===== config.mk =====
export PLATFORM = sky130hd
export DESIGN_NAME = mm_boot_loader_flat
export DESIGN_NICKNAME = d
export VERILOG_FILES = /design/src/rtl/mm_boot_loader_if.sv /design/src/rtl/mm_boot_loader.sv /design/src/flat_wrapper.sv
export SDC_FILE = /design/constraint.sdc
export NUM_CORES = 1
export LEC_CHECK = 0
export CORE_MARGIN = 2
export CORE_UTILIZATION = 52
export CTS_CLUSTER_DIAMETER = 200
export CTS_CLUSTER_SIZE = 16
export DETAILED_ROUTE_END_ITERATION = 6
export GPL_TIMING_DRIVEN = 0
export PLACE_DENSITY = 0.78
export SLEW_MARGIN = 10
export SYNTH_ARGS = -nofsm -noshare
export SYNTH_HDL_FRONTEND = slang
export SYNTH_SLANG_ARGS = --single-unit

===== constraint.sdc =====
create_clock -name clk -period 3.7 [get_ports clk]
set_input_delay 0.74 -clock clk [delete_from_list [all_inputs] [get_ports clk]]
set_output_delay 0.74 -clock clk [all_outputs]
set_load 0.03 [all_outputs]

===== src/rtl/mm_boot_loader_if.sv =====
//------------------------------------------------------------------------------
// Module  : mm_boot_loader_if
// Brief   : Byte-stream handshake plus mm data-write port of the boot loader.
// Revision: 1.0 - initial release
//------------------------------------------------------------------------------
`default_nettype none

interface mm_boot_loader_if;
    logic [7:0]  s_data;
    logic        s_valid;
    logic        s_ready;
    logic [1:0]  mm_wr;
    logic [31:0] mm_addr;
    logic [31:0] mm_data;

    // master: stream source and mm observer; slave: the loader itself
    modport master (output s_data, s_valid,
                    input  s_ready, mm_wr, mm_addr, mm_data);
    modport slave  (input  s_data, s_valid,
                    output s_ready, mm_wr, mm_addr, mm_data);
endinterface

`default_nettype wire


===== src/rtl/mm_boot_loader.sv =====
//------------------------------------------------------------------------------
// Module  : mm_boot_loader
// Brief   : Packs an LE byte stream (count N, then N words) into mm word writes
//           and holds the CPU in reset until the whole image is written.
// Revision: 1.0 - initial release
//------------------------------------------------------------------------------
`default_nettype none

module mm_boot_loader #(
    parameter logic [31:0] BASE_ADDR = 32'h0000_0000,
    parameter int unsigned MAX_WORDS = 1024,
    parameter logic [1:0]  MM_WR_W   = 2'b11
) (
    input  wire logic        clk,
    input  wire logic        rst_n,
    input  wire logic        start_i,
    mm_boot_loader_if.slave  bus,
    output logic             cpu_rst_n_o,
    output logic             busy_o,
    output logic             done_o,
    output logic             err_o,
    output logic [31:0]      words_loaded_o
);

    localparam logic [31:0] C_MAX_WORDS = 32'(MAX_WORDS);

    typedef enum logic [2:0] {
        ST_IDLE  = 3'd0,
        ST_HDR   = 3'd1,
        ST_DATA  = 3'd2,
        ST_WRITE = 3'd3,
        ST_DONE  = 3'd4,
        ST_ERR   = 3'd5
    } state_t;

    state_t      state_q;
    logic [1:0]  byte_cnt_q;
    logic [31:0] n_q;
    logic [31:0] addr_q;
    logic [31:0] data_q;
    logic [31:0] words_q;
    logic        s_ready_q;
    logic [1:0]  mm_wr_q;
    logic        cpu_rst_n_q;
    logic        busy_q;
    logic        done_q;
    logic        err_q;

    logic        w_xfer;
    logic        w_last_byte;
    logic [31:0] w_hdr_word;
    logic [31:0] w_data_word;
    logic [31:0] w_words_inc;

    assign w_xfer      = bus.s_valid & s_ready_q;
    assign w_last_byte = (byte_cnt_q == 2'd3);
    // Bytes shift in from the top so byte0 ends up in [7:0] after four transfers
    assign w_hdr_word  = {bus.s_data, n_q[31:8]};
    assign w_data_word = {bus.s_data, data_q[31:8]};
    assign w_words_inc = words_q + 32'd1;

    always_ff @(posedge clk or negedge rst_n) begin
        if (!rst_n) begin
            state_q     <= ST_IDLE;
            byte_cnt_q  <= 2'd0;
            n_q         <= 32'd0;
            addr_q      <= 32'd0;
            data_q      <= 32'd0;
            words_q     <= 32'd0;
            s_ready_q   <= 1'b0;
            mm_wr_q     <= 2'b00;
            cpu_rst_n_q <= 1'b0;
            busy_q      <= 1'b0;
            done_q      <= 1'b0;
            err_q       <= 1'b0;
        end else begin
            case (state_q)
                ST_IDLE, ST_DONE, ST_ERR: begin
                    if (start_i) begin
                        state_q     <= ST_HDR;
                        byte_cnt_q  <= 2'd0;
                        words_q     <= 32'd0;
                        s_ready_q   <= 1'b1;
                        busy_q      <= 1'b1;
                        done_q      <= 1'b0;
                        err_q       <= 1'b0;
                        cpu_rst_n_q <= 1'b0;
                    end
                end

                ST_HDR: begin
                    if (w_xfer) begin
                        byte_cnt_q <= byte_cnt_q + 2'd1;
                        n_q        <= w_hdr_word;
                        if (w_last_byte) begin
                            if (w_hdr_word == 32'd0) begin
                                state_q     <= ST_DONE;
                                s_ready_q   <= 1'b0;
                                busy_q      <= 1'b0;
                                done_q      <= 1'b1;
                                cpu_rst_n_q <= 1'b1;
                            end else if (w_hdr_word > C_MAX_WORDS) begin
                                state_q   <= ST_ERR;
                                s_ready_q <= 1'b0;
                                busy_q    <= 1'b0;
                                err_q     <= 1'b1;
                            end else begin
                                state_q <= ST_DATA;
                                addr_q  <= BASE_ADDR;
                            end
                        end
                    end
                end

                ST_DATA: begin
                    if (w_xfer) begin
                        byte_cnt_q <= byte_cnt_q + 2'd1;
                        data_q     <= w_data_word;
                        if (w_last_byte) begin
                            state_q   <= ST_WRITE;
                            s_ready_q <= 1'b0;
                            mm_wr_q   <= MM_WR_W;
                        end
                    end
                end

                ST_WRITE: begin
                    mm_wr_q <= 2'b00;
                    words_q <= w_words_inc;
                    addr_q  <= addr_q + 32'd4;
                    if (w_words_inc == n_q) begin
                        state_q     <= ST_DONE;
                        busy_q      <= 1'b0;
                        done_q      <= 1'b1;
                        cpu_rst_n_q <= 1'b1;
                    end else begin
                        state_q   <= ST_DATA;
                        s_ready_q <= 1'b1;
                    end
                end

                default: begin
                    state_q   <= ST_IDLE;
                    s_ready_q <= 1'b0;
                    mm_wr_q   <= 2'b00;
                    busy_q    <= 1'b0;
                end
            endcase
        end
    end

    assign bus.s_ready     = s_ready_q;
    assign bus.mm_wr       = mm_wr_q;
    assign bus.mm_addr     = addr_q;
    assign bus.mm_data     = data_q;
    assign cpu_rst_n_o     = cpu_rst_n_q;
    assign busy_o          = busy_q;
    assign done_o          = done_q;
    assign err_o           = err_q;
    assign words_loaded_o  = words_q;

endmodule

`default_nettype wire


===== src/flat_wrapper.sv =====
// flat-port wrapper written by rule: the top's interface ports become plain ports
module mm_boot_loader_flat 
#(
    parameter logic [31:0] BASE_ADDR = 32'h0000_0000,
    parameter int unsigned MAX_WORDS = 1024,
    parameter logic [1:0]  MM_WR_W   = 2'b11
)
  (clk, rst_n, start_i, cpu_rst_n_o, busy_o, done_o, err_o, words_loaded_o, bus_s_data, bus_s_valid, bus_s_ready, bus_mm_wr, bus_mm_addr, bus_mm_data);
  mm_boot_loader_if bus_i ();
  input  wire logic clk;
  input  wire logic rst_n;
  input  wire logic start_i;
  output logic cpu_rst_n_o;
  output logic busy_o;
  output logic done_o;
  output logic err_o;
  output logic [31:0] words_loaded_o;
  input wire logic [$bits(bus_i.s_data)-1:0] bus_s_data;
  input wire logic [$bits(bus_i.s_valid)-1:0] bus_s_valid;
  output wire logic [$bits(bus_i.s_ready)-1:0] bus_s_ready;
  output wire logic [$bits(bus_i.mm_wr)-1:0] bus_mm_wr;
  output wire logic [$bits(bus_i.mm_addr)-1:0] bus_mm_addr;
  output wire logic [$bits(bus_i.mm_data)-1:0] bus_mm_data;
  assign bus_i.s_data = bus_s_data;
  assign bus_i.s_valid = bus_s_valid;
  assign bus_s_ready = bus_i.s_ready;
  assign bus_mm_wr = bus_i.mm_wr;
  assign bus_mm_addr = bus_i.mm_addr;
  assign bus_mm_data = bus_i.mm_data;
  mm_boot_loader #(.BASE_ADDR(BASE_ADDR), .MAX_WORDS(MAX_WORDS), .MM_WR_W(MM_WR_W)) u_core (.clk(clk), .rst_n(rst_n), .start_i(start_i), .bus(bus_i), .cpu_rst_n_o(cpu_rst_n_o), .busy_o(busy_o), .done_o(done_o), .err_o(err_o), .words_loaded_o(words_loaded_o));
endmodule

### Cell placement, run 1

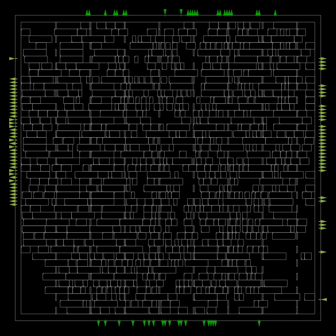
fillers: 1096
Seq cells: 136

### Signal wires by layer, run 1

Scale: 3 px per um. Two of the layers only.
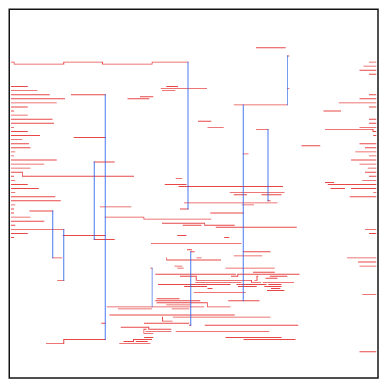
- red: metal 3 (wire length 1600 um)
- blue: metal 4 (wire length 332 um)
final wirelength: 19800 um
drt wl/cell: 18.7 um
All-Layer GR Usage: 0.275

### Sequential cells grouped by signal name, run 1

Scale: 4 px per um. Other sequential cells in the stronger gray, the rest of the logic in the fainter gray.
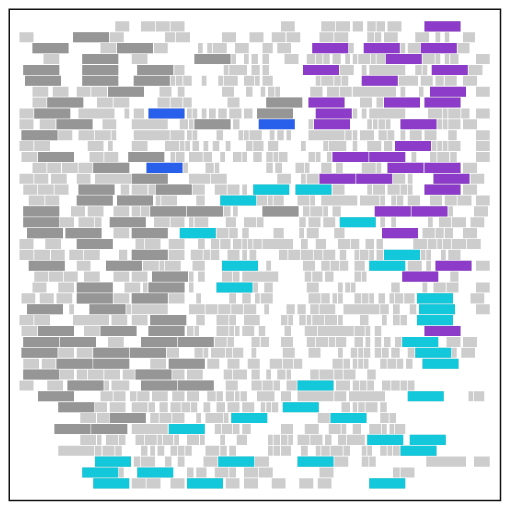
- blue: u_core.state_q (sequential cells 3)
- purple: u_core.bus.mm_addr (sequential cells 30)
- cyan: u_core.words_loaded_o (sequential cells 32)
- not colored: 71
Seq group: 0.00244 W
Core Util, Final: 0.672
Reg area: 0.00340 sq mm
fraction of area in registers: 0.368

### Wiring heat map, run 1

Scale: 3 px per um. The die is cut into 24 by 24 equal tiles; dark blue is low, red is high, scaled to the fullest tile. Values are wire area over tile area, all layers added.
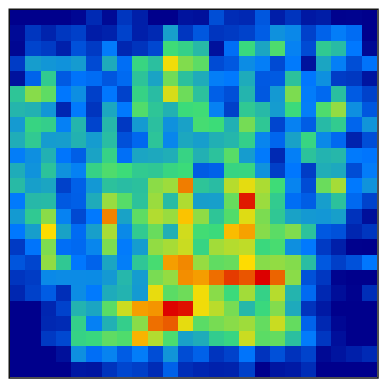
- fullest tile: 0.66
- nearly empty tiles: 8.0%
- mean over tiles: 0.22
- tiles over half the peak: 21%

==> impl_metrics.env, run 1 <==
# yosys + openroad results
export IMPL_outcome="complete, no violations"
export IMPL_drv_cap=0
export IMPL_tightest_slew_ns=0.790
export IMPL_drt_iter0_markers=579
export IMPL_pg_clk_w=0.00160
export IMPL_adder_share=0.00652
export IMPL_dr_wl_met3_um=1600
export IMPL_cts_tree="done"
export IMPL_numPortBuffers=112
export IMPL_dieArea_sq_mm=0.0150
export IMPL_synth_edff_count=0
export IMPL_power_leakage_nw=3.82
export IMPL_crit_fanout=10
export IMPL_coreArea_sq_mm=0.0138
export IMPL_most_common_cell="dfrtp_1"
export IMPL_fin_cells=1058
export IMPL_yosys_stat_area_sq_mm=0.00729
export IMPL_startpoint="u_core.words_loaded_o[3]$_DFFE_PN0P_"
export IMPL_synth_top_cell_by_area="dfrtp_1"
export IMPL_ioPinCount=115
export IMPL_top_logic_kind="simple AND/OR/NAND/NOR gates"
export IMPL_tool_warnings=26
export IMPL_post_cts_buffers=0
export IMPL_finalClockPeriodUsage=0.966
export IMPL_rrSetupSlack_ns=0.12
export IMPL_p_int_w=0.00392
export IMPL_fp_util=0.529
export IMPL_final_cell_mix="dfrtp_1 (136), clkdlybuf4s50_1 (111), nor2_1 (69)"
==> run 1: worst max-delay path, stage by stage (launching register included) <==
cell and delay (ns):
dfrtp_1 0.34, buf_2 0.18, nand4_1 0.45, nor3_2 0.74, clkbuf_1 0.38, nand2_1 0.16
o31ai_1 0.40, nand4_1 0.23, nor4_4 0.25, buf_4 0.18, a311oi_1 0.10
==> run 1: metal layers <==
layer,global-route usage,vias up
li1,-,2914
met1,0.372,3124
met2,0.438,264
met3,0.0632,28
met4,0.0963,0
met5,0,-
==> run 1: layout make-up <==
class / instances / area, sq um
plain buffers: 48 / 210
clock buffers: 21 / 460
clock inverters: 11 / 100
fillers: 1096 / 4520
inverters: 11 / 41.3
multi-input cells: 537 / 3660
flip-flops and latches: 136 / 3400
well taps: 180 / 225
repair buffers: 114 / 1160
### Nets reached from selected ports, run 1

Scale: 4 px per um.
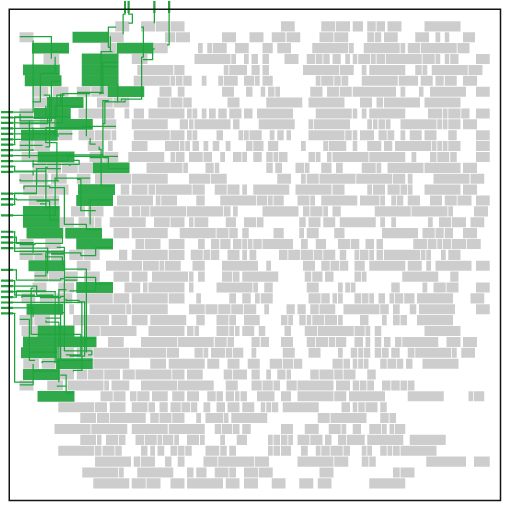

==> run 2, diff against run 1 <==
Settings changed: GPL_ROUTABILITY_DRIVEN set to 0.
### Nets reached from selected ports, run 2

Scale: 4 px per um.
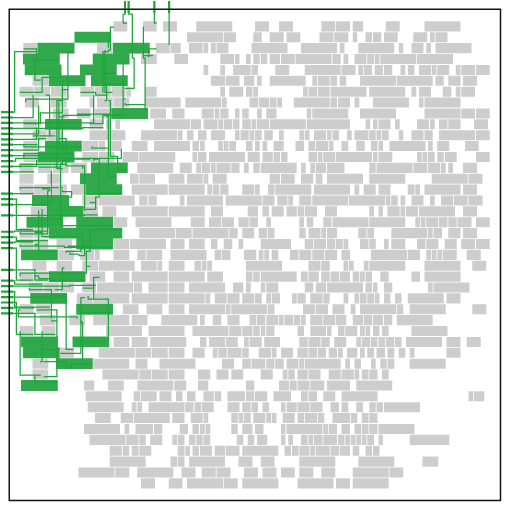
- green: bus_mm_data (direction output; edge 28 west, 4 north; end cells 32; buffers 32; wire 1240 um)

### Wiring heat map, run 2

Scale: 3 px per um. The die is cut into 24 by 24 equal tiles; dark blue is low, red is high, scaled to the fullest tile. Values are wire area over tile area, all layers added.
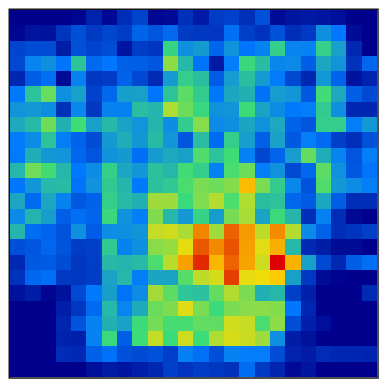
- nearly empty tiles: 9.4%
- fullest tile: 0.72
- emptiest ninth of the die: south-west
- mean over tiles: 0.21
- tiles over half the peak: 17%
final wirelength: 19200 um
drt wl/cell: 18.1 um
Via Count: 6298
All-Layer GR Usage: 0.268

==> run 2 against run 1 <==
  * Via count is 0.51% lower
  * Clock-buffer cell count is 1 lower
  * Utilization hardly changed
  * Register-to-register slack better by 0.07 ns
  * Power is 0.81% lower
  * Die size stayed put
==> impl_metrics.env, run 2 <==
# yosys + openroad results
export IMPL_outcome="complete, no violations"
export IMPL_clock_power_share=0.244
export IMPL_coreArea_sq_mm=0.0138
export IMPL_nFillCells=1124
export IMPL_dieArea_sq_mm=0.0150
export IMPL_synth_edff_count=0
export IMPL_tightest_slew_ns=0.911
export IMPL_cts_resized=0
export IMPL_crit_fanout=8
export IMPL_netSwitchingFraction=0.394
export IMPL_cts_hold_buf=0
export IMPL_final_cell_mix="dfrtp_1 (136), clkdlybuf4s50_1 (111), nor2_1 (69)"
export IMPL_finalClockPeriodUsage=0.947
export IMPL_cp_depth=11
export IMPL_rrSetupSlack_ns=0.20
export IMPL_final_core_util=0.672
export IMPL_adder_share=0.00652
export IMPL_syn_to_final_growth_pct=26.9
export IMPL_p_int_w=0.00390
export IMPL_critPathMaxStageDelay_ns=0.56
export IMPL_drv_cap=0
export IMPL_drive_gt1_frac=0.139
export IMPL_fin_cells=1058
export IMPL_numPortBuffers=112
export IMPL_drt_iter0_markers=542
export IMPL_startpoint="u_core.words_loaded_o[0]$_DFFE_PN0P_"
export IMPL_worstPathCellList="ha_1 -> nand3_1 -> or4_1 -> buf_2 -> or3_1 -> a22oi_1 -> nand4_1 -> or4_4 -> nor4_4 -> buf_4 -> o31a_1"
export IMPL_ioPinCount=115
export IMPL_fp_util=0.529
export IMPL_tool_warnings=26
export IMPL_power_leakage_nw=3.84
export IMPL_most_common_cell="dfrtp_1"
export IMPL_crit_family="simple AND/OR/NAND/NOR gates"
export IMPL_post_cts_buffers=0
export IMPL_pg_clk_w=0.00157
export IMPL_top_logic_kind="simple AND/OR/NAND/NOR gates"
export IMPL_cts_tree="done"
export IMPL_yosys_stat_area_sq_mm=0.00729
export IMPL_crit_path_top_delay_cell="or4_4"
export IMPL_timing_rr_end="u_core.done_o$_DFFE_PN0P_"
export IMPL_finalNetCount=881
export IMPL_synth_top_cell_by_area="dfrtp_1"
export IMPL_p_seq_w=0.00242
export IMPL_cp_num_buf_inv=2
-- run 2: area by class of cell --
class / instances / area [sq um] / area share
clock inverter: 11 / 103 / 0.0111
timing repair buffer: 115 / 1160 / 0.126
sequential: 136 / 3400 / 0.368
inverter: 11 / 41.3 / 0.00446
tap: 180 / 225 / 0.0243
multi-input combinational: 537 / 3660 / 0.395
buffer: 48 / 210 / 0.0227
clock buffer: 20 / 447 / 0.0483
-- run 2: per-layer routing --
metal	up-vias	track usage	part of all wire	routed length [um]
li1	2915	-	-	-
met1	3090	0.354	0.42	8110
met2	261	0.420	0.47	9070
met3	32	0.0813	0.088	1700
met4	0	0.0955	0.017	326
met5	-	0	0	0
### Cell placement, run 2

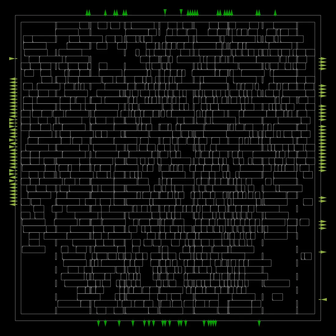

==> run 3, diff against run 2 <==
Settings changed: CTS_BUF_LIST set to sky130_fd_sc_hd__clkbuf_16.
### Cell placement, run 3

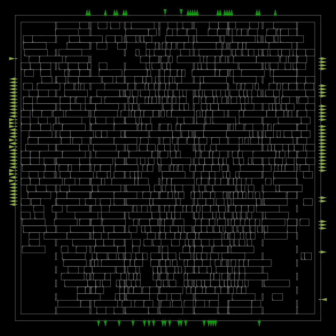
final std cells w/o fill: 1058
core area: 0.0138 sq mm

==> run 3 against run 2 <==
  * Synthesized cell count stayed put
  * Combinational power hardly changed
  * Clock skew is 0.0022 ns lower
  * Cell count stayed put
  * Setup slack worse by 0.0089 ns
  * Sequential cell count stayed put
  * Synthesized area stayed put
  * Register-to-register slack hardly changed
  * Via count is 0.89% higher
  * Sequential share of layout area hardly changed
==> impl_metrics.env, run 3 <==
# yosys + openroad results
export IMPL_worstPathCellList="ha_1 -> nand3_1 -> or4_1 -> buf_2 -> or3_1 -> a22oi_1 -> nand4_1 -> or4_4 -> nor4_4 -> buf_4 -> o31a_1"
export IMPL_wl_met1_um=8050
export IMPL_syn_to_final_growth_pct=26.8
export IMPL_cts_hold_buf=0
export IMPL_fp_util=0.529
export IMPL_cp_num_buf_inv=2
export IMPL_dr_wl_met3_um=1850
export IMPL_ioPinCount=115
export IMPL_antenna_cells=0
export IMPL_setup_violations=0
export IMPL_crit_path_top_delay_cell="or4_4"
export IMPL_outcome="complete, no violations"
export IMPL_final_core_util=0.671
export IMPL_totalWireLength_um=19200
export IMPL_numPortBuffers=112
export IMPL_final_cell_mix="dfrtp_1 (136), clkdlybuf4s50_1 (111), nor2_1 (69)"
export IMPL_top_logic_kind="simple AND/OR/NAND/NOR gates"
export IMPL_yosys_stat_area_sq_mm=0.00729
export IMPL_min_path_type="input pin to async pin"
export IMPL_cp_depth=11
export IMPL_tightest_slew_ns=0.870
export IMPL_timing_rr_end="u_core.done_o$_DFFE_PN0P_"
export IMPL_crit_fanout=8
export IMPL_crit_family="simple AND/OR/NAND/NOR gates"
export IMPL_cts_resized=0
export IMPL_grtUsageMet1=0.355
export IMPL_power_leakage_nw=3.85
export IMPL_drv_cap=0
export IMPL_global_route_usage_met3=0.0818
export IMPL_most_common_cell="dfrtp_1"
export IMPL_finalClockPeriodUsage=0.949
export IMPL_critPathMaxStageDelay_ns=0.56
export IMPL_grtUsageTotal=0.269
export IMPL_met2_wirelength_um=8870
export IMPL_synth_top_cell_by_area="dfrtp_1"
export IMPL_tool_warnings=26
export IMPL_rrSetupSlack_ns=0.19
export IMPL_finalNetCount=881
export IMPL_post_cts_buffers=0
export IMPL_wl_per_cell_um=18.2
export IMPL_globalRoute_busiestLayer="met2"
export IMPL_adder_share=0.00652
export IMPL_top_layer="met4"
### Nets reached from selected ports, run 3

Scale: 4 px per um.
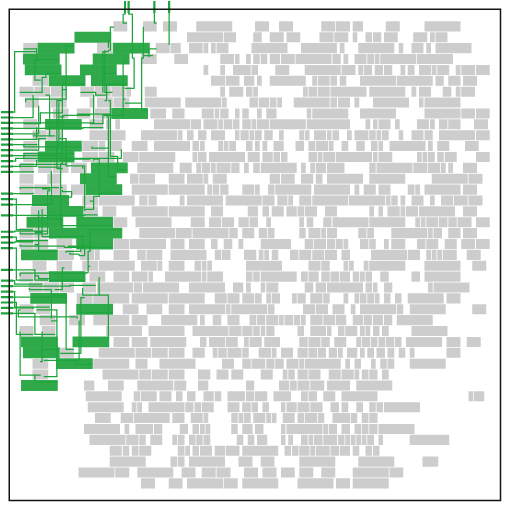
- green: bus_mm_data (direction output; edge 28 west, 4 north; end cells 32; buffers 32; wire 1240 um)

==> run 3: final cells by class <==
| cell class | instances | area [sq um] | area share |
|---|---|---|---|
| clock inverters | 14 | 114 | 0.0123 |
| inverters | 11 | 41.3 | 0.00447 |
| plain buffers | 48 | 210 | 0.0227 |
| clock buffers | 17 | 425 | 0.0460 |
| flip-flops and latches | 136 | 3400 | 0.368 |
| repair buffers | 115 | 1160 | 0.126 |
| well taps | 180 | 225 | 0.0244 |
| multi-input cells | 537 | 3660 | 0.396 |
==> run 3: report_power, final <==
part | switching (W) | total [W] | internal, W
Combinational | 0.00134 | 0.00245 | 0.00111
Sequential | 0.000562 | 0.00242 | 0.00186
Clock | 0.000640 | 0.00155 | 0.000909
Total | 0.00254 | 0.00642 | 0.00387
Power and IR drop assume default switching activity.
